--- src/rtl/cmp_sort_ctrl.sv ---
// cmp_sort_ctrl: buffers N words, bubble-sorts them with one shared comparator, streams them out ascending
module cmp_sort_ctrl #(
  parameter int W = 3,
  parameter int N = 4,
  localparam int SCW = $clog2(N*(N-1)/2+1)
) (
  input  logic           clk,
  input  logic           rst_n,
  input  logic           in_valid,
  output logic           in_ready,
  input  logic [W-1:0]   in_data,
  output logic           out_valid,
  input  logic           out_ready,
  output logic [W-1:0]   out_data,
  output logic           out_last,
  output logic           busy,
  output logic [SCW-1:0] swap_count
);
  localparam int IW = $clog2(N);
  localparam int MAXS = N*(N-1)/2;
  localparam logic [IW-1:0] LAST = IW'(N-1);
  localparam logic [IW-1:0] PMAX = IW'(N-2);
  typedef enum logic [1:0] {LOAD, SORT, DRAIN} state_t;
  state_t state, state_nx;
  logic [W-1:0] bank [N];
  logic [IW-1:0] wr_idx, rd_idx, p, j, j1, r1;
  logic [W-1:0] a, b;
  logic flag, gt, pass_end, sort_done, in_fire, out_fire;
  assign j1 = j + IW'(1);
  assign r1 = rd_idx + IW'(1);
  assign a = bank[j];
  assign b = bank[j1];
  assign gt = a > b;
  assign pass_end = j == PMAX - p;
  // a pass that swapped nothing (including this cycle's compare) means the block is sorted
  assign sort_done = pass_end && (!(flag || gt) || p == PMAX);
  assign in_fire = state == LOAD && in_valid;
  assign out_fire = state == DRAIN && out_ready;
  // state register
  always_ff @(posedge clk or negedge rst_n)
    if (!rst_n) state <= LOAD;
    else state <= state_nx;
  // next state and status outputs
  always_comb begin
    state_nx = state;
    if (in_fire && wr_idx == LAST) state_nx = SORT;
    if (state == SORT && sort_done) state_nx = DRAIN;
    if (out_fire && rd_idx == LAST) state_nx = LOAD;
    in_ready = state == LOAD;
    busy = state != LOAD;
    out_last = state == DRAIN && rd_idx == LAST;
  end
  // buffer, compare-and-swap datapath and registered output word
  always_ff @(posedge clk or negedge rst_n)
    if (!rst_n) begin
      for (int i = 0; i < N; i++) bank[i] <= '0;
      wr_idx <= '0;
      rd_idx <= '0;
      p <= '0;
      j <= '0;
      flag <= 1'b0;
      swap_count <= '0;
      out_valid <= 1'b0;
      out_data <= '0;
    end else begin
      if (in_fire) begin
        bank[wr_idx] <= in_data;
        wr_idx <= wr_idx == LAST ? '0 : wr_idx + IW'(1);
        if (wr_idx == LAST) begin
          swap_count <= '0;
          p <= '0;
          j <= '0;
          flag <= 1'b0;
        end
      end
      if (state == SORT) begin
        if (gt) begin
          bank[j] <= b;
          bank[j1] <= a;
          flag <= 1'b1;
          swap_count <= swap_count == SCW'(MAXS) ? swap_count : swap_count + SCW'(1);
        end
        if (sort_done) begin
          out_valid <= 1'b1;
          out_data <= (j == '0 && gt) ? b : bank[0];
        end else if (pass_end) begin
          p <= p + IW'(1);
          j <= '0;
          flag <= 1'b0;
        end else j <= j1;
      end
      if (out_fire) begin
        if (rd_idx == LAST) begin
          out_valid <= 1'b0;
          rd_idx <= '0;
          wr_idx <= '0;
        end else begin
          rd_idx <= r1;
          out_data <= bank[r1];
        end
      end
    end
endmodule
--- config.mk ---
export PLATFORM = sky130hd
export DESIGN_NAME = cmp_sort_ctrl
export DESIGN_NICKNAME = d
export VERILOG_FILES = /design/src/rtl/cmp_sort_ctrl.sv
export SDC_FILE = /design/constraint.sdc
export NUM_CORES = 1
export LEC_CHECK = 0
export ABC_CLOCK_PERIOD_IN_PS = 3110
export CORE_AREA = 4 4 77 79
export DETAILED_ROUTE_END_ITERATION = 8
export DIE_AREA = 0 0 81 83
export PLACE_DENSITY = 0.71
export SLEW_MARGIN = 20
export SYNTH_ARGS = -nofsm -noshare
export SYNTH_HDL_FRONTEND = slang
export SYNTH_SLANG_ARGS = --single-unit
--- constraint.sdc ---
create_clock -name clk -period 3.11 [get_ports clk]
set_clock_uncertainty 0.15 [all_clocks]
set_input_delay 0.933 -clock clk [delete_from_list [all_inputs] [get_ports clk]]
set_output_delay 0.933 -clock clk [all_outputs]
set_load 0.01 [all_outputs]
cell_density.png
Bar = 20 microns. 8 x 8 tiles, from black (low) to pale yellow (high), 0 to 100% covered.
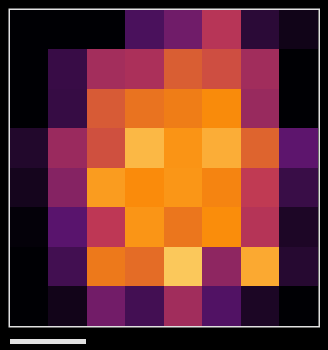
17% of the tiles are nearly empty. The mean over all tiles is 38%. The densest ninth of the die: centre. The fullest tile reaches 88%. 14% of the tiles are over 75% full. The emptiest ninth of the die: north-west.

power_grid.png
Bar = 20 microns. Pins as bars on the die edge.
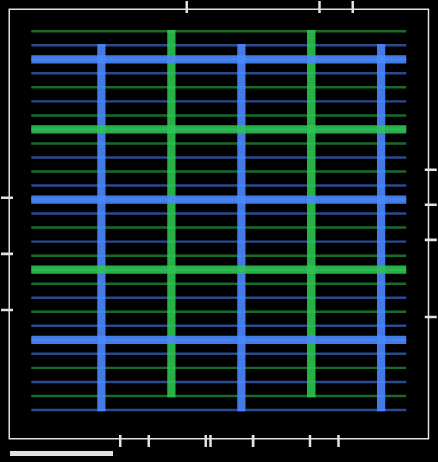
Key: green = VDD; blue = VSS
17 signal pins sit on the boundary. 5 straps on met5. 5 straps on met4. The core has 27 rows. 28 met1 rails follow the rows.

==> Slide: Implementation Results <==
Synthesis and Place & Route Summary

Place
  • Hpwl dp: 3900 microns
  • Placement Cell Area: 0.00248 sq mm
  • I/O Buffers: 16

Logic synthesis
  • Synth warn: 0
  • Post-synthesis register bit count: 30
  • Dominant kind of combinational cell: simple AND/OR/NAND/NOR gates
  • Most common cell in the netlist: dfrtp_1
  • XORs/XNORs by Area: 1.18%
  • Register area share after synthesis: 33.6%
  • Avg Cell Area, Syn: 10.2 sq um
  • Ys async rst share: 100%
  • Top-area cell share: 33.6%

Worst setup path
  • Crit path DAT: 3.02 ns
  • CP endpoint kind: flop
  • Crit path required time: 3.12 ns
  • R2r worst-path depth: 10
  • Reg2Reg Setup Slack: 0.1 ns
  • Critical path class: reg2reg

Min path
  • Hold Path Origin: out_valid
  • Class of the worst hold path: reg2reg
  • Hold Crit Depth: 2

Finish
  • Layout cells sized above 1: 18.6%
  • Register area: 751 sq um
  • Cell Count, Final, Fillers Out: 314
  • Largest reg by FF count: bank

Clocking
  • CTS tree: yes
  • Post-cts gate resize count: 1
  • H-tree lvl count: 2

Drt
  • DR iter-0 viols: 153
  • Detailed Routing Iterations Pass 1: 4

GRT
  • Largest net degree at the start of global routing: 31
  • Vias in the first global route: 1,748
  • Gr ovfl total: 0
  • GR Util met1: 23.2%
  • Global Route Usage Sum: 16.7%

Final timing
  • RSZ-0062 raised after global routing: yes
  • Final worst slack: 0.0970 ns
  • Fin Hold WS: 0.354 ns
  • Pins Over Slew Limit: 0
  • Post-route clock period utilization: 96.9%

Flow run
  • Log Warnings: 34

Floorplan
  • Num rows: 27

Outcome
  • Status: completed
-- worst max-delay path: stages (launching register included) --
cell and delay [ns]:
dfrtp_1 0.35, inv_1 0.09, ha_4 0.31, mux4_2 0.55, inv_1 0.08, ha_2 0.30, nand3b_1 0.22, a311oi_4 0.17
or3_4 0.38, a211oi_2 0.18, o31ai_1 0.09
-- metal layers --
| metal | share of wire [%] | up-vias |
|---|---|---|
| li1 | - | 850 |
| met1 | 45 | 868 |
| met2 | 48 | 43 |
| met3 | 4.1 | 11 |
| met4 | 2.9 | 0 |
| met5 | 0 | - |
-- layout make-up --
| type | instances | area share [%] |
|---|---|---|
| Multi-Input combinational cell | 169 | 55.0 |
| Sequential cell | 30 | 28.6 |
| Timing Repair Buffer | 23 | 8.10 |
| Tap cell | 72 | 3.43 |
| Clock buffer | 5 | 2.62 |
| Inverter | 13 | 1.86 |
| Clock inverter | 2 | 0.381 |
-- layout by cell type, fill, tap and decap left out, types with 2 or more instances in the layout --
cell type        instances
nor2b_1                  4
buf_4                    7
o21ai_0                  5
nor2_2                   2
nand3_1                 10
nor3_4                   6
mux2_2                   2
mux2i_1                 15
a21oi_1                  5
and2_1                   2
xnor2_1                  3
clkinv_2                 2
o221a_1                  2
ha_1                    13
nor2_1                  18
mux4_2                   9
and3_1                   9
nand3b_1                 2
nand2_1                 22
a22oi_1                  5
clkbuf_8                 5
o31ai_1                  3
inv_1                   13
mux2_1                   2
clkdlybuf4s50_1         16
a211oi_2                 3
dfrtp_1                 30
o21ai_1                  4
o21a_1                   4
nand4bb_1                2
